`config.mk`:
```
export PLATFORM = sky130hd
export DESIGN_NAME = atm_key_sequencer
export DESIGN_NICKNAME = d
export VERILOG_FILES = /design/src/rtl/atm_pkg.sv /design/src/rtl/atm_decimal_accum.sv /design/src/rtl/atm_key_sequencer.sv
export SDC_FILE = /design/constraint.sdc
export NUM_CORES = 1
export LEC_CHECK = 0
export ABC_AREA = 1
export CAP_MARGIN = 10
export CORE_MARGIN = 1
export CORE_UTILIZATION = 57
export DETAILED_ROUTE_END_ITERATION = 12
export GPL_TIMING_DRIVEN = 0
export PLACE_DENSITY = 0.91
export SLEW_MARGIN = 20
export SYNTH_ARGS = -nofsm -noshare
export SYNTH_HDL_FRONTEND = slang
export SYNTH_HIERARCHICAL = 1
export SYNTH_SLANG_ARGS = --single-unit
```
`constraint.sdc`:
```
create_clock -name clk -period 6 [get_ports clk]
set_input_delay 1.2 -clock clk [delete_from_list [all_inputs] [get_ports clk]]
set_output_delay 1.2 -clock clk [all_outputs]
set_load 0.05 [all_outputs]
```
`src/rtl/atm_pkg.sv`:
```
// Shared constants and types for the ATM key sequencer front-end.
package atm_pkg;

  localparam int AMOUNT_W  = 10;
  localparam int ACC_W     = 4;
  localparam int ACC_COUNT = 15;

  localparam logic [3:0] KEY_ENTER  = 4'd10;
  localparam logic [3:0] KEY_CANCEL = 4'd11;

  typedef enum logic [1:0] {
    NOP      = 2'd0,
    BALANCE  = 2'd1,
    WITHDRAW = 2'd2,
    TRANSFER = 2'd3
  } select_t;

  typedef enum logic [1:0] {
    RES_NONE     = 2'd0,
    RES_WD_INSUF = 2'd1,
    RES_TR_INSUF = 2'd2,
    RES_SUCCESS  = 2'd3
  } result_t;

  typedef enum logic [2:0] {
    ST_OK           = 3'd0,
    ST_INSUFFICIENT = 3'd1,
    ST_BAD_FIELD    = 3'd2,
    ST_OVERFLOW     = 3'd3,
    ST_CANCELLED    = 3'd4,
    ST_TIMEOUT      = 3'd5,
    ST_SAME_ACCOUNT = 3'd6
  } status_t;

endpackage

```
`src/rtl/atm_decimal_accum.sv`:
```
// Decimal digit accumulator with limit check; the wide intermediate keeps
// acc*10 + digit from wrapping before it is compared against the limit.
module atm_decimal_accum
  import atm_pkg::*;
#(
  parameter int VAL_W = AMOUNT_W
) (
  input  logic             clk,
  input  logic             rst,
  input  logic             clear,
  input  logic             digit_strobe,
  input  logic [3:0]       digit,
  input  logic [VAL_W-1:0] limit,
  output logic [VAL_W-1:0] value,
  output logic             has_digit,
  output logic             over_limit
);

  localparam int WIDE_W = VAL_W + 4;

  logic [WIDE_W-1:0] nxt;

  assign nxt        = WIDE_W'(value) * WIDE_W'(10) + WIDE_W'(digit);
  assign over_limit = digit_strobe && (nxt > WIDE_W'(limit));

  always_ff @(posedge clk) begin
    if (rst || clear) begin
      value     <= '0;
      has_digit <= 1'b0;
    end else if (digit_strobe && !over_limit) begin
      value     <= nxt[VAL_W-1:0];
      has_digit <= 1'b1;
    end
  end

endmodule

```
`src/rtl/atm_key_sequencer.sv`:
```
// Keypad-driven transaction sequencer: parses fields, issues one request to
// the ATM core, waits for its result or a timeout, and reports a status.
module atm_key_sequencer
  import atm_pkg::*;
#(
  parameter int TIMEOUT_CYCLES = 255,
  parameter int ACC_COUNT      = 15
) (
  input  logic                clk,
  input  logic                rst,
  input  logic                key_valid,
  input  logic [3:0]          key_code,
  output logic                key_ready,
  output logic                req_valid,
  input  logic                req_ready,
  output logic [1:0]          req_select,
  output logic [ACC_W-1:0]    req_origin,
  output logic [ACC_W-1:0]    req_purpose,
  output logic [AMOUNT_W-1:0] req_amount,
  input  logic                rsp_valid,
  input  logic [1:0]          rsp_result,
  output logic                done,
  output logic [2:0]          status,
  output logic                busy
);

  localparam int TMO_W = $clog2(TIMEOUT_CYCLES + 1);

  typedef enum logic [2:0] {SEL, ORIGIN, PURPOSE, AMOUNT, ISSUE, WAIT, REPORT} state_t;

  state_t                state;
  select_t               sel_q;
  status_t               status_q;
  logic [ACC_W-1:0]      origin_q, purpose_q;
  logic [AMOUNT_W-1:0]   amount_q;
  logic [TMO_W-1:0]      tmo_cnt;

  logic                  entry, key_fire, is_digit, acc_clear;
  logic [AMOUNT_W-1:0]   acc_val, acc_limit;
  logic                  acc_has, acc_over;
  logic                  fin;
  status_t               fin_code;

  assign entry     = (state == SEL) || (state == ORIGIN) || (state == PURPOSE) || (state == AMOUNT);
  assign key_ready = entry;
  assign key_fire  = key_valid && key_ready;
  assign is_digit  = key_code <= 4'd9;
  assign acc_clear = (key_fire && (key_code == KEY_ENTER || key_code == KEY_CANCEL)) || acc_over;

  assign req_valid   = (state == ISSUE);
  assign req_select  = sel_q;
  assign req_origin  = origin_q;
  assign req_purpose = purpose_q;
  assign req_amount  = amount_q;
  assign status      = status_q;
  assign busy        = !((state == SEL) && !acc_has);

  always_comb begin
    acc_limit = '1;
    case (state)
      SEL:             acc_limit = AMOUNT_W'(3);
      ORIGIN, PURPOSE: acc_limit = AMOUNT_W'(ACC_COUNT - 1);
      default:         acc_limit = '1;
    endcase
  end

  atm_decimal_accum #(.VAL_W(AMOUNT_W)) u_accum (
    .clk          (clk),
    .rst          (rst),
    .clear        (acc_clear),
    .digit_strobe (key_fire && is_digit),
    .digit        (key_code),
    .limit        (acc_limit),
    .value        (acc_val),
    .has_digit    (acc_has),
    .over_limit   (acc_over)
  );

  // Early-termination outcome of the key accepted this cycle, if any.
  always_comb begin
    fin      = 1'b0;
    fin_code = ST_OK;
    if (key_fire) begin
      if (key_code == KEY_CANCEL) begin
        fin      = 1'b1;
        fin_code = ST_CANCELLED;
      end else if (acc_over) begin
        fin      = 1'b1;
        fin_code = (state == AMOUNT) ? ST_OVERFLOW : ST_BAD_FIELD;
      end else if (key_code == KEY_ENTER) begin
        if (!acc_has) begin
          fin      = 1'b1;
          fin_code = ST_BAD_FIELD;
        end else if ((state == PURPOSE) && (acc_val[ACC_W-1:0] == origin_q)) begin
          fin      = 1'b1;
          fin_code = ST_SAME_ACCOUNT;
        end
      end
    end
  end

  always_ff @(posedge clk) begin
    if (rst) begin
      state     <= SEL;
      sel_q     <= NOP;
      origin_q  <= '0;
      purpose_q <= '0;
      amount_q  <= '0;
      tmo_cnt   <= '0;
      done      <= 1'b0;
      status_q  <= ST_OK;
    end else begin
      done <= 1'b0;
      case (state)
        SEL, ORIGIN, PURPOSE, AMOUNT: begin
          if (fin) begin
            state    <= REPORT;
            done     <= 1'b1;
            status_q <= fin_code;
          end else if (key_fire && key_code == KEY_ENTER) begin
            case (state)
              SEL: begin
                sel_q <= select_t'(acc_val[1:0]);
                state <= (acc_val == '0) ? ISSUE : ORIGIN;
              end
              ORIGIN: begin
                origin_q <= acc_val[ACC_W-1:0];
                case (sel_q)
                  BALANCE:  state <= ISSUE;
                  WITHDRAW: state <= AMOUNT;
                  default:  state <= PURPOSE;
                endcase
              end
              PURPOSE: begin
                purpose_q <= acc_val[ACC_W-1:0];
                state     <= AMOUNT;
              end
              default: begin
                amount_q <= acc_val;
                state    <= ISSUE;
              end
            endcase
          end
        end
        ISSUE: begin
          if (req_ready) begin
            state   <= WAIT;
            tmo_cnt <= '0;
          end
        end
        WAIT: begin
          if (rsp_valid) begin
            state <= REPORT;
            done  <= 1'b1;
            case (result_t'(rsp_result))
              RES_WD_INSUF, RES_TR_INSUF: status_q <= ST_INSUFFICIENT;
              default:                    status_q <= ST_OK;
            endcase
          end else if (tmo_cnt == TMO_W'(TIMEOUT_CYCLES)) begin
            state    <= REPORT;
            done     <= 1'b1;
            status_q <= ST_TIMEOUT;
          end else begin
            tmo_cnt <= tmo_cnt + TMO_W'(1);
          end
        end
        default: begin
          state     <= SEL;
          sel_q     <= NOP;
          origin_q  <= '0;
          purpose_q <= '0;
          amount_q  <= '0;
        end
      endcase
    end
  end

endmodule

```
Fig. 1: run 1, supply network
Drawn at 6 px/µm. Pins as bars on the die edge. Tap cells in grey.
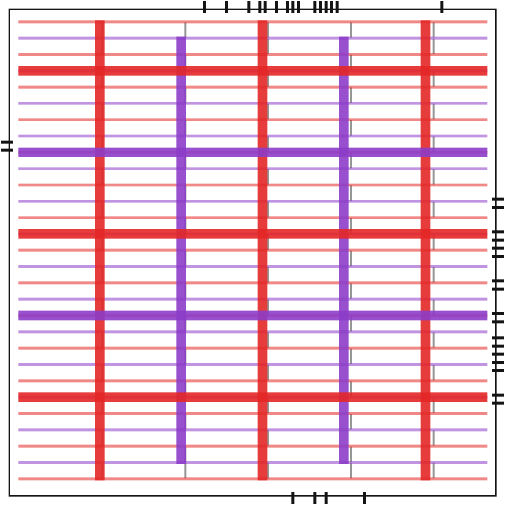
| net | colour |
|---|---|
| VDD | purple |
| VSS | red |
met1 rails: 29
rows: 28

Fig. 2: run 1, cells coloured by class
Drawn at 6 px/µm. Fill, decap, tap and diode cells in grey.
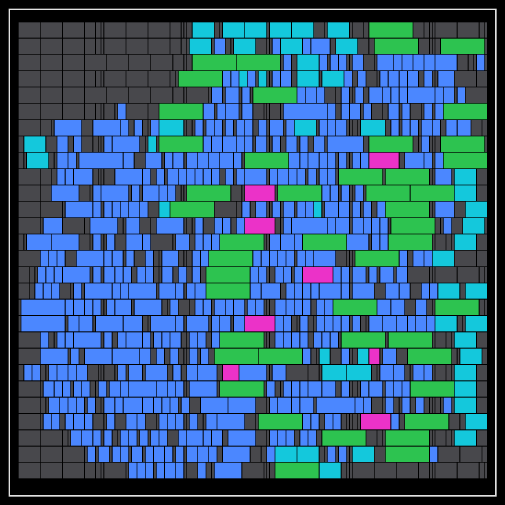
| class | colour | cells | share of their area |
|---|---|---|---|
| clock drivers and dummy loads | magenta | 8 | 2.4% |
| remaining buffers and delay cells | cyan | 48 | 11% |
| combinational and other logic | blue | 494 | 64% |
| sequential cells | green | 46 | 23% |
Layout Cell Area excl Fill: 0.00410 mm²
Placement Rows: 28
fin util: 0.689
core area: 0.00596 mm²
flop share of the area: 0.224

Fig. 3: run 1, clock network drawn from the DEF
Drawn at 4 px/µm.
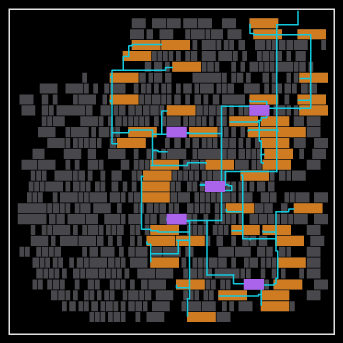
[clock drivers] purple | count: 5
[flip-flops] orange | count: 46
[clock wires] cyan | length: 532 µm
routed clock nets: 6
clk_skew: 8.03 ps
Clk network pwr share: 0.110
clock insertion delay at the later pin of the skew report: 310 ps
Clock group: 197 µW

==> flow_summary.rst, run 1 <==
Implementation results
======================

.. list-table::
   :header-rows: 1

   * - Metric
     - Value
   * - Overall track demand over capacity in global routing
     - 0.271
   * - I/O pin total
     - 38
   * - Post-synthesis cell type with the largest instance count
     - nand2_1
   * - Die ar.
     - 0.00654 mm²
   * - CP arrival
     - 5560 ps
   * - Max Used Layer
     - met4
   * - Setup-failing EPs final
     - 0
   * - Synth cell count leaders
     - nand2_1, inv_1, nor2_1, dfxtp_1, a21oi_1
   * - Number of flops mapped to enable cells by yosys
     - 0
   * - Internal power
     - ~860 µW
   * - Number of instances resized during post-cts repair
     - 0
   * - Main logic family after synthesis
     - simple AND/OR/NAND/NOR gates
   * - Largest fanout on the critical path
     - 10
   * - Met1 GRT Util
     - 0.293
   * - Final RePlAce weighted congestion
     - just under 0.9
   * - Hold-fix buffer count after cts
     - 0
   * - Detail-routed net length per standard cell
     - 12.4 µm
   * - Maximum count of clock buffers along a single path
     - 2
   * - Level count of the clock H-tree
     - 2
   * - Leakage power summed over all cells
     - 2.02 nW
   * - Number of antenna violations at the first check in global routing
     - 0
   * - Relative slew margins
     - 0.603
   * - Maximum number of pins on one net before global-route repair
     - 16
   * - Vias after detailed routing
     - roughly 3700
   * - Register area share after synthesis
     - 0.260
   * - Critical path startpoint category
     - input port
   * - Via count of the first global-routing pass
     - 3389
   * - Die width
     - 80.8 µm
   * - Cell Count Post-Placement
     - 663
   * - Post-CTS setup buffers
     - 0
   * - Post-Synth Adder-Cell Area
     - 0.117
   * - Dpl cell area
     - 0.00401 mm²
   * - Largest cells by area after synthesis
     - dfxtp_1, nand2_1, ha_1
   * - Total routed wire length on the met1 layer
     - between 3000 and 4000 µm
   * - WL met3
     - between 400 and 500 µm
   * - Setup repair after global routing missed its margin
     - false
   * - Number of buffers created by CTS
     - 5
   * - XOR/XNOR Area Share
     - 0.0198
   * - Reported sequential group power
     - 390 µW
   * - PnR worst setup slack
     - 658 ps
   * - Fraction of synthesis flops using an asynchronous set or reset pin
     - 0
   * - Period utilisation layout
     - 0.890
   * - Switching power share of the total
     - 0.524
   * - Routed wire length on met2
     - 4110 µm
   * - Critical path data required time
     - 6220 ps
   * - Area delta synth->final
     - 15.8%
   * - Worst hold-check slack
     - 465 ps
   * - Global routing's busiest layer
     - met2
   * - Yosys reg bits
     - 46
   * - Switching component of the power
     - 943 µW
   * - Hold Fails Final Rpt
     - 0
   * - Outcome
     - finished, final reports clean
   * - Highest clock frequency the design can meet
     - between 150 and 200 MHz
   * - Worst min-delay path class
     - reg -> reg
   * - Wire length of the first global-routing pass
     - 13900 µm
   * - Port Buffers
     - 37
   * - Proportion of power drawn by combinational gates
     - 0.673
   * - Largest power group
     - combinational cells
   * - Final critical delay including setup and external delays
     - 5340 ps
   * - Cell area power density
     - 438 mW/mm²
   * - Chip area estimate from yosys synthesis
     - 0.00354 mm²
   * - Clock-pin slew on the worst setup and hold paths
     - approximately 90 ps
   * - Post-Route Setup TNS
     - 0 ps
   * - Grt met2 use
     - 0.497
   * - Initial DRC count
     - 200
   * - Clock sink count
     - approximately 46
   * - Max cap viols
     - 0
   * - Number of max-slew violations in the final report
     - 0
   * - Main flop type
     - dfxtp_1
   * - Total length of routed wires
     - 8310 µm
   * - Initial core utilization
     - 0.595
   * - Final instance count without filler cells
     - 671
   * - Number of different library cells in the post-synthesis netlist
     - 38
   * - Fraction of post-synthesis cell area in the top cell type by area
     - 0.260
   * - Post-placement worst setup slack
     - about 440 ps
   * - AO/OA Area Share
     - 0.0936
   * - Clock tree from TritonCTS
     - yes
   * - Fraction of final layout cells with drive strength greater than 1
     - 0.0654
   * - Combinational gate power
     - about 1.2 mW
   * - Tightest Pin Transition
     - about 590 ps
   * - DRC violations left
     - 0
   * - Number of nets in the final layout
     - 638
   * - Total global routing overflow
     - 0
   * - Sum of net half-perimeters after detailed placement
     - 6610 µm
   * - Routed vias/inst
     - about 5.5
   * - Cell Area, Synth
     - ~0.0035 mm²
   * - Diodes inserted
     - 0
   * - Type of destination of the critical path
     - flop
[run 1: path summary, 6_finish.rpt]
kind / start / slack [ps] / end / cells after the start
max: key_code[1] / 660 / u_accum/has_digit$_SDFFE_PP0P_ / 25
min: req_amount[0]$_SDFFE_PP0P_ / 470 / req_amount[0]$_SDFFE_PP0P_ / 2
max reg2reg: u_accum/value[1]$_SDFFE_PP0P_ / 920 / u_accum/has_digit$_SDFFE_PP0P_ / 25
min reg2reg: req_amount[0]$_SDFFE_PP0P_ / 470 / req_amount[0]$_SDFFE_PP0P_ / 2
[run 1: critical path: stages]
cell and delay [ps]:
clkdlybuf4s50_1 610, ha_1 240, fa_1 210, nand2_1 60
nand2_1 80, nand2_1 90, nor2_1 100, nand3_1 100
nor2_1 180, xor2_1 300, ha_1 310, nand2_1 90
nor2_1 50, a211oi_1 160, nand2_1 70, nand2_1 80
nand3_2 100, nor2_4 220, buf_6 170, nor2_1 60
inv_1 110, nand2_1 70, nor2_1 470, inv_1 190
a21oi_1 230
[run 1: final cells by class]
type / instances / area (µm²)
fill: 528 / 1850
clock buffer: 6 / 82.6
buffer: 11 / 75.1
multi-input combinational: 412 / 2240
sequential: 46 / 921
inverter: 82 / 308
tap: 75 / 93.8
clock inverter: 2 / 12.5
timing repair buffer: 37 / 370
[run 1: cells in the final DEF (no fill, tap or decap), types with 3 or more instances in the layout]
cell type,netlist,routed
nand4_1,19,19
nand2_2,3,3
clkbuf_1,4,4
a31oi_1,3,3
dfxtp_1,46,46
ha_1,30,30
inv_1,80,80
nand3_1,32,32
a21oi_1,36,36
o21ai_0,10,10
clkbuf_8,0,6
xnor2_1,4,4
buf_2,3,3
clkdlybuf4s50_1,0,37
nand3_2,6,6
nand2_1,156,156
buf_6,4,4
nand3b_1,5,5
xor2_1,4,4
nor2_1,77,77
==> run 2: changes to the inputs <==
--- a/config.mk
+++ b/config.mk
@@ -10,7 +10,7 @@
 export CORE_MARGIN = 1
 export CORE_UTILIZATION = 57
 export DETAILED_ROUTE_END_ITERATION = 12
-export GPL_TIMING_DRIVEN = 0
+export GPL_ROUTABILITY_DRIVEN = 0
 export PLACE_DENSITY = 0.91
 export SLEW_MARGIN = 20
 export SYNTH_ARGS = -nofsm -noshare
==> constraint.sdc (replaced) <==
create_clock -name clk -period 5.8 [get_ports clk]
set_input_delay 1.16 -clock clk [delete_from_list [all_inputs] [get_ports clk]]
set_output_delay 1.16 -clock clk [all_outputs]
set_load 0.05 [all_outputs]
Fig. 4: run 2, supply network
Drawn at 6 px/µm. Pins as bars on the die edge. Tap cells in grey.
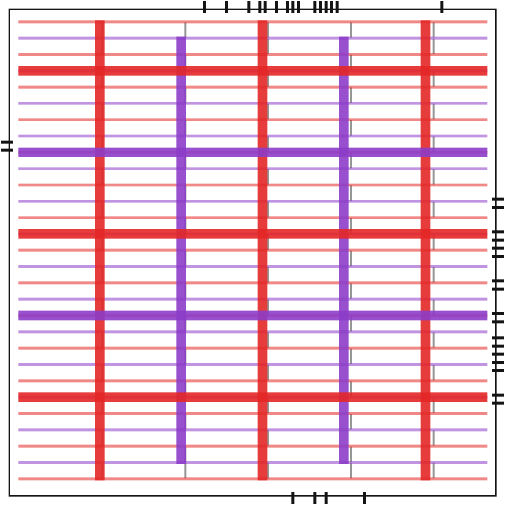
| net | colour |
|---|---|
| VSS | red |
| VDD | purple |
met4 straps: 5
rows: 28
met1 rails: 29
signal pins: 38

Fig. 5: run 2, wiring by layer
Drawn at 6 px/µm.
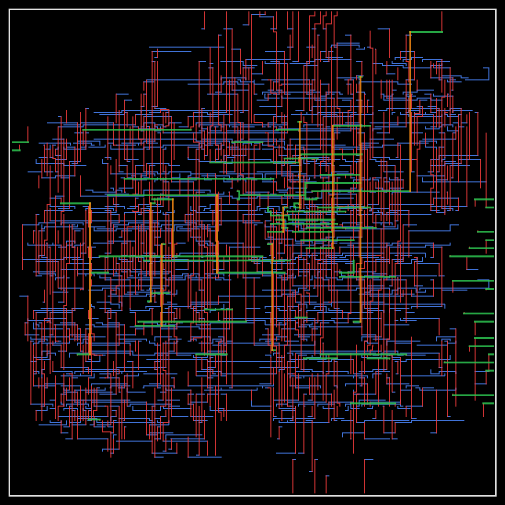
| layer | colour | wire length |
|---|---|---|
| metal 2 | red | 4040 µm |
| metal 1 | blue | 3560 µm |
| metal 3 | green | 467 µm |
| metal 4 | orange | 201 µm |
total length of routed wires: 8260 µm
vias after detailed routing: 3624

==> run 2 against run 1 <==
Against the previous run: clock-buffer cell count down 1; largest power group unchanged; critical path type unchanged; highest routed layer unchanged; largest cell class unchanged; clock skew is 4.6 ps lower; cell count is 1.5% lower.
==> flow_summary.rst, run 2 <==
Implementation results
======================

.. list-table::
   :header-rows: 1

   * - Metric
     - Value
   * - Outcome
     - finished, final reports clean
   * - Tightest Pin Transition
     - 780 ps (+187 ps)
   * - Largest fanout on the critical path
     - 23 (+13)
   * - Diodes inserted
     - 0 (unchanged)
   * - Clock-pin slew on the worst setup and hold paths
     - 80 ps (about the same)
   * - Via count of the first global-routing pass
     - 3339 (-1.5%)
   * - Fraction of post-synthesis cell area in the top cell type by area
     - 0.260 (unchanged)
   * - CP arrival
     - 5320 ps (-240 ps)
   * - Synth cell count leaders
     - nand2_1, inv_1, nor2_1, dfxtp_1, a21oi_1
   * - Cell Area, Synth
     - 0.00354 mm² (unchanged)
   * - Number of antenna violations at the first check in global routing
     - 0 (unchanged)
   * - Routed wire length on met2
     - 4040 µm (-1.8%)
   * - Number of filler instances in the final layout
     - 532 (+0.76%)
   * - Origin of the worst setup path
     - key_code[1]
   * - Fin util
     - 0.676 (-0.0128)
   * - Yosys top cell by area
     - dfxtp_1
   * - Number of buffers created by CTS
     - 5 (unchanged)
   * - Post-CTS setup buffers
     - 0 (unchanged)
   * - Placement Rows
     - 28 (unchanged)
   * - Met1 GRT Util
     - 0.324 (+0.0318)
   * - Dpl cell area
     - 0.00395 mm² (-1.5%)
   * - Clk_skew
     - 3.44 ps (-4.59 ps)
   * - Hold Fails Final Rpt
     - 0 (unchanged)
   * - Critical path class
     - in -> reg
   * - Maximum count of clock buffers along a single path
     - 2 (unchanged)
   * - Period utilisation layout
     - 0.877
   * - Fraction of synthesis flops using an asynchronous set or reset pin
     - 0 (unchanged)
   * - Level count of the clock H-tree
     - 2 (unchanged)
   * - Post-placement worst setup slack
     - 478 ps (+35.5 ps)
   * - Total routed wire length on the met1 layer
     - 3560 µm (+3.6%)
   * - Core area
     - 0.00596 mm² (unchanged)
   * - Worst hold-check slack
     - 461 ps (-4.73 ps)
   * - Die ar.
     - 0.00654 mm² (unchanged)
   * - Main flop type
     - dfxtp_1
   * - Chip area estimate from yosys synthesis
     - 0.00354 mm² (unchanged)
   * - Highest clock frequency the design can meet
     - 197 MHz
   * - Fraction of final layout cells with drive strength greater than 1
     - 0.0563 (-0.00912)
   * - Synthesized Nets
     - 594
   * - Warning total across the stage logs
     - 26
   * - Largest cells by area after synthesis
     - dfxtp_1, nand2_1, ha_1
   * - Total global routing overflow
     - 0 (unchanged)
   * - Setup repair after global routing missed its margin
     - false
   * - Most frequent logic cell in the layout
     - nand2_1
   * - Clock sink count
     - 46 (unchanged)
   * - Number of flops mapped to enable cells by yosys
     - 0 (unchanged)
   * - Global routing's busiest layer
     - met2
   * - Start of the worst register-to-register path
     - u_accum/value[1]$_SDFFE_PP0P_
   * - Area delta synth->final
     - 13.6%
   * - Post-Route Setup TNS
     - 0 ps (unchanged)
   * - WL met3
     - 467 µm (-0.21%)
   * - Cell Count Post-Placement
     - 654 (-1.4%)
   * - Clock insertion delay at the later pin of the skew report
     - 300 ps (about the same)
   * - Die width
     - 80.8 µm (unchanged)
   * - Clock tree from TritonCTS
     - yes
   * - Initial core utilization
     - 0.595 (unchanged)
   * - Type of destination of the critical path
     - flop
   * - Worst min-delay path class
     - reg -> reg
   * - DRC violations left
     - 0 (unchanged)
   * - Flop-to-flop setup slack
     - 960 ps (+40 ps)
   * - Yosys reg bits
     - 46 (unchanged)
   * - PnR worst setup slack
     - 716 ps (+57.4 ps)
   * - Detail-routed net length per standard cell
     - 12.5 µm (+0.95%)
   * - Sum of net half-perimeters after detailed placement
     - 6440 µm (-2.5%)
   * - Number of max-slew violations in the final report
     - 0 (unchanged)
   * - Launch point of the worst hold path
     - u_accum/has_digit$_SDFFE_PP0P_
   * - Setup-failing EPs final
     - 0 (unchanged)
   * - Number of nets in the final layout
     - 629 (-1.4%)
   * - Number of different library cells in the post-synthesis netlist
     - 38 (unchanged)
   * - Register area share after synthesis
     - 0.260 (unchanged)
   * - Overall track demand over capacity in global routing
     - 0.270 (-0.00108)
   * - I/O pin total
     - 38 (unchanged)
   * - Initial DRC count
     - 349 (+75%)
   * - Routed vias/inst
     - 5.48 (+0.32%)
   * - Max rail drop VDD
     - 0.394 mV
   * - Maximum number of pins on one net before global-route repair
     - 24 (+8)
   * - Hold-fix buffer count after cts
     - 0 (unchanged)
   * - Final instance count without filler cells
     - 661 (-1.5%)
   * - Layout Cell Area excl Fill
     - 0.00403 mm² (-1.9%)
   * - Number of nets still failing antenna checks after routing
     - 0
   * - Max Used Layer
     - met4
   * - Max cap viols
     - 0 (unchanged)
   * - Grt met2 use
     - 0.477 (-0.0202)
   * - Relative slew margins
     - 0.478 (-0.125)
   * - Yosys warns
     - 6
   * - Most numerous logic cells after layout
     - nand2_1, inv_1, nor2_1
   * - Final critical delay including setup and external delays
     - 5080 ps
   * - Number of instances resized during post-cts repair
     - 0 (unchanged)
   * - Critical path data required time
     - 6040 ps (-180 ps)
   * - Critical path startpoint category
     - input port
   * - Wire length of the first global-routing pass
     - 14000 µm (+0.60%)
   * - Number of optimization iterations in the first detailed-route pass
     - 6
   * - Cell area power density
     - 446 mW/mm² (+1.8%)
   * - Leakage power summed over all cells
     - 1.99 nW (-1.7%)
   * - Post-synthesis cell type with the largest instance count
     - nand2_1
   * - Port Buffers
     - 37 (unchanged)
==> run 2: power by group <==
part / switching (mW) / total [mW] / internal, mW
clock network: 0.105 / 0.186 / 0.0810
logic: 0.795 / 1.19 / 0.398
registers: 0.0572 / 0.415 / 0.358
==> run 2: cell type report <==
type	instances	area (µm²)	area share
Clock buffer	5	68.8	0.0171
Clock inverter	2	10.0	0.00249
Inverter	82	308	0.0764
Multi-Input combinational cell	412	2240	0.556
Sequential cell	46	921	0.229
Tap cell	75	93.8	0.0233
Timing Repair Buffer	39	385	0.0957
==> run 2: path summary, 6_finish.rpt <==
check	end	depth (start not counted)
max	req_origin[2]$_SDFFE_PP0P_	28
min	u_accum/has_digit$_SDFFE_PP0P_	2
min reg2reg	u_accum/has_digit$_SDFFE_PP0P_	2
max reg2reg	req_origin[2]$_SDFFE_PP0P_	28
==> run 2: cells by family (layout without fill, tap and decap cells) <==
| kind of cell | count (synthesis) | after routing | share of synthesized area |
|---|---|---|---|
| compound gates | 59 | 59 | 0.0936 |
| flops | 46 | 46 | 0.260 |
| fa+ha+maj | 32 | 32 | 0.117 |
| simple gates | 312 | 312 | 0.400 |
| buf+inv | 93 | 128 | 0.108 |
| other cells | 1 | 1 | 0.00106 |
| xor+xnor | 8 | 8 | 0.0198 |
==> run 2: critical path, cell delays in order <==
cell	delay (ps)
clkdlybuf4s50_1	610
ha_1	240
fa_1	220
nand2_1	60
nand2_1	90
nand2_1	80
nor2_1	90
nand3_1	90
nor2_1	160
xor2_1	250
ha_1	290
nand2_1	100
nor2_1	60
a211oi_1	210
nand2_1	90
nand2_1	80
nand3_2	90
nor2_4	120
nor2_1	50
nor2_1	130
nand2_1	90
nand2_1	60
nand2_1	60
nand2_2	350
nand3_2	220
nand2_1	110
nand2_1	60
nor2_1	100
==> run 3: changes to the inputs <==
--- a/config.mk
+++ b/config.mk
@@ -9,9 +9,11 @@
 export CAP_MARGIN = 10
 export CORE_MARGIN = 1
 export CORE_UTILIZATION = 57
+export CTS_CLUSTER_DIAMETER = 80
 export DETAILED_ROUTE_END_ITERATION = 12
 export GPL_ROUTABILITY_DRIVEN = 0
-export PLACE_DENSITY = 0.91
+export PLACE_DENSITY = 0.77
+export REMOVE_ABC_BUFFERS = 1
 export SLEW_MARGIN = 20
 export SYNTH_ARGS = -nofsm -noshare
 export SYNTH_HDL_FRONTEND = slang
Fig. 6: run 3, routing congestion
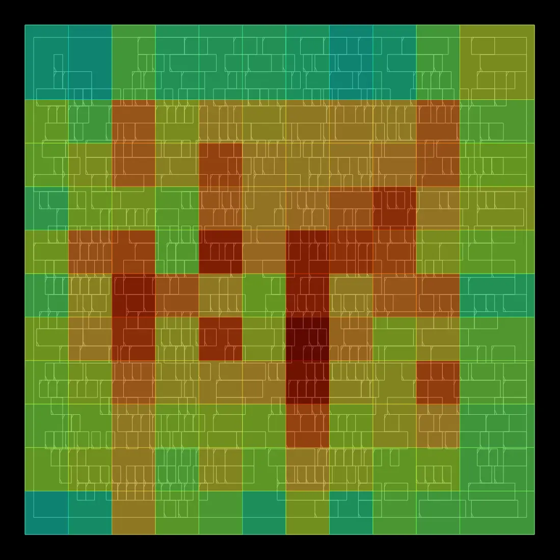
overall track demand over capacity in global routing: 0.269
grt met2 use: 0.476
met3 routing resource usage after global routing: 0.0348
met1 GRT Util: 0.328

Fig. 7: run 3, supply network
Drawn at 6 px/µm. Pins as bars on the die edge. Tap cells in grey.
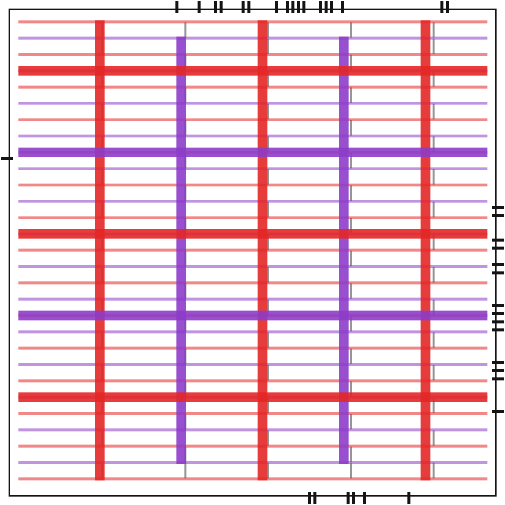
| net | colour |
|---|---|
| VSS | red |
| VDD | purple |
signal pins: 38
met4 straps: 5
tap cells: 75
rows: 28
met1 rails: 29

==> run 3 against run 2 <==
Against the previous run: via count decreased by 2.8%; sequential power decreased by 1%; wire length decreased by 1.4%; largest cell class unchanged; worst hold slack got worse by 8.5 ps; global-route usage decreased by 0.10 points.
==> flow_summary.rst, run 3 <==
Implementation results
======================

.. list-table::
   :header-rows: 1

   * - Metric
     - Value
   * - Hold-fix buffer count after cts
     - 0 (unchanged)
   * - Chip area estimate from yosys synthesis
     - 0.00354 mm² (unchanged)
   * - Warning total across the stage logs
     - 25 (-3.8%)
   * - Most numerous logic cells after layout
     - nand2_1, inv_1, nor2_1
   * - Placement Rows
     - 28 (unchanged)
   * - Wire length of the first global-routing pass
     - 13800 µm (-1.4%)
   * - Clk network pwr share
     - 0.113 (+0.009)
   * - Switching component of the power
     - 951 µW (-0.70%)
   * - Dpl cell area
     - 0.00395 mm² (unchanged)
   * - Yosys reg bits
     - 46 (unchanged)
   * - Number of buffers created by CTS
     - 5 (unchanged)
   * - Fraction of final layout cells with drive strength greater than 1
     - 0.0562 (-0.0000959)
   * - Number of different library cells in the post-synthesis netlist
     - 38 (unchanged)
   * - Hold Fails Final Rpt
     - 0 (unchanged)
   * - Number of max-slew violations in the final report
     - 0 (unchanged)
   * - Type of destination of the critical path
     - flop
   * - Hold path depth
     - 2 (unchanged)
   * - Worst path buffer plus inverter count
     - 2 (+1)
   * - Number of optimization iterations in the first detailed-route pass
     - 5 (-1)
   * - Maximum number of pins on one net before global-route repair
     - 24 (unchanged)
   * - Period utilisation layout
     - 0.858 (-0.0183)
   * - Clk_skew
     - 5.02 ps (+1.58 ps)
   * - Outcome
     - finished, final reports clean
   * - Critical path class
     - in -> reg
   * - Largest cells by area after synthesis
     - dfxtp_1, nand2_1, ha_1
   * - Number of instances resized during post-cts repair
     - 0 (unchanged)
   * - Proportion of power drawn by combinational gates
     - 0.659 (-0.006)
   * - Final critical delay including setup and external delays
     - 4980 ps (-106 ps)
   * - Fraction of synthesis flops using an asynchronous set or reset pin
     - 0 (unchanged)
   * - Internal power
     - 853 µW (+1.8%)
   * - Top cell by count, worst path
     - nand2_1
   * - Critical path data required time
     - 6020 ps (-20 ps)
   * - Post-synthesis cell type with the largest instance count
     - nand2_1
   * - Delay of the slowest critical-path stage
     - 610 ps (about the same)
   * - Gate family responsible for the most delay along the worst path
     - simple AND/OR/NAND/NOR gates
   * - Routed vias/inst
     - 5.32 (-3.0%)
   * - Yosys warns
     - 6 (unchanged)
   * - Port Buffers
     - 37 (unchanged)
   * - Sum of net half-perimeters after detailed placement
     - 6370 µm (-1.1%)
   * - Total length of routed wires
     - 8140 µm (-1.4%)
   * - Fraction of post-synthesis cell area in the top cell type by area
     - 0.260 (unchanged)
   * - Level count of the clock H-tree
     - 2 (unchanged)
   * - Post-placement worst setup slack
     - 551 ps (+73.1 ps)
   * - Core area
     - 0.00596 mm² (unchanged)
   * - Die width
     - 80.8 µm (unchanged)
   * - Largest fanout on the critical path
     - 23 (unchanged)
   * - Number of antenna violations at the first check in global routing
     - 0 (unchanged)
   * - DRC violations left
     - 0 (unchanged)
   * - Most frequent logic cell in the layout
     - nand2_1
   * - Worst min-delay path class
     - reg -> reg
   * - Post-Route Setup TNS
     - 0 ps (unchanged)
   * - Critical path startpoint category
     - input port
   * - Max rail drop VDD
     - 0.378 mV (-4.0%)
   * - Maximum count of clock buffers along a single path
     - 2 (unchanged)
   * - Switching power share of the total
     - 0.527 (-0.00626)
   * - Setup-failing EPs final
     - 0 (unchanged)
   * - Slowest stage cell, crit path
     - clkdlybuf4s50_1
   * - Clock-pin slew on the worst setup and hold paths
     - 90 ps (about the same)
   * - Synth cell count leaders
     - nand2_1, inv_1, nor2_1, dfxtp_1, a21oi_1
   * - Area delta synth->final
     - 14.0%
   * - PnR worst setup slack
     - 822 ps (+106 ps)
   * - Post-CTS setup buffers
     - 0 (unchanged)
   * - Setup repair after global routing missed its margin
     - false
   * - Depth of the critical timing path with buffers and inverters included
     - 28 (unchanged)
   * - Leakage power summed over all cells
     - 1.99 nW (+0.22%)
   * - Fin util
     - 0.678 (+0.00210)
   * - Yosys top cell by area
     - dfxtp_1
   * - Cell area power density
     - 447 mW/mm² (+0.17%)
   * - Clock insertion delay at the later pin of the skew report
     - 300 ps (about the same)
   * - Cell Area, Synth
     - 0.00354 mm² (unchanged)
   * - Cell Count Post-Placement
     - 654 (unchanged)
   * - Number of nets in the final layout
     - 629 (unchanged)
   * - Sequential fraction of design power
     - 0.228 (-0.003)
   * - Relative slew margins
     - 0.429 (-0.0489)
   * - Clock tree from TritonCTS
     - yes
   * - Total global routing overflow
     - 0 (unchanged)
   * - Layout Cell Area excl Fill
     - 0.00404 mm² (+0.31%)
   * - I/O pin total
     - 38 (unchanged)
   * - Vias after detailed routing
     - 3521 (-2.8%)
   * - FF-to-FF path depth
     - 28 (unchanged)
   * - Worst hold-check slack
     - 452 ps (-8.47 ps)
   * - Final instance count without filler cells
     - 662 (+0.15%)
   * - Die ar.
     - 0.00654 mm² (unchanged)
   * - Clock sink count
     - 46 (unchanged)
   * - CP arrival
     - 5200 ps (-120 ps)
   * - Diodes inserted
     - 0 (unchanged)
   * - Number of flops mapped to enable cells by yosys
     - 0 (unchanged)
   * - Register area share after synthesis
     - 0.260 (unchanged)
   * - Number of nets still failing antenna checks after routing
     - 0 (unchanged)
   * - Initial DRC count
     - 218 (-38%)
   * - Initial core utilization
     - 0.595 (unchanged)
   * - Highest clock frequency the design can meet
     - 201 MHz (+2.1%)
   * - Tightest Pin Transition
     - 854 ps (+73.2 ps)
   * - Detail-routed net length per standard cell
     - 12.3 µm (-1.6%)
==> run 3: cell counts after synthesis <==
No cell type changed its count.
==> run 3: layer usage <==
| layer | part of all wire | global-route usage |
|---|---|---|
| met5 | 0 | 0 |
| met4 | 0.014 | 0.104 |
| met3 | 0.037 | 0.0348 |
| met2 | 0.49 | 0.476 |
| met1 | 0.46 | 0.328 |
==> run 3: final cells by class <==
type                       count  area, µm²
timing repair buffer          39        385
sequential                    46        921
fill                         551       1920
multi-input combinational    412       2240
clock buffer                   7       86.3
clock inverter                 1       5.00
tap                           75       93.8
inverter                      82        308
==> run 3: power by group through the flow <==
stage / registers, mW / logic, mW / clock network (mW)
floorplan: 0.459 / 0.838 / 0
global placement: 0.418 / 1.14 / 0
detailed placement: 0.418 / 1.18 / 0
CTS: 0.411 / 1.19 / 0.208
global route: 0.420 / 1.35 / 0.222
finish: 0.411 / 1.19 / 0.204
==> run 3: path summary, 6_finish.rpt <==
check / start / endpoint / slack (ps)
max: key_code[1] / status[0]$_SDFFE_PP0P_ / 820
min: u_accum/has_digit$_SDFFE_PP0P_ / u_accum/has_digit$_SDFFE_PP0P_ / 450
max reg2reg: u_accum/value[1]$_SDFFE_PP0P_ / status[0]$_SDFFE_PP0P_ / 1040
min reg2reg: u_accum/has_digit$_SDFFE_PP0P_ / u_accum/has_digit$_SDFFE_PP0P_ / 450
==> run 3: cell families (layout without fill, tap and decap cells) <==
group,count (synthesis),after routing,synth area share
DFF,46,46,0.260
AOI/OAI and AO/OA,59,59,0.0936
buffers and inverters,93,129,0.108
and+or+nand+nor,312,312,0.400
xor gates and xnor gates,8,8,0.0198
adders and majority gates,32,32,0.117
other,1,1,0.00106
Power and IR drop assume default switching activity.
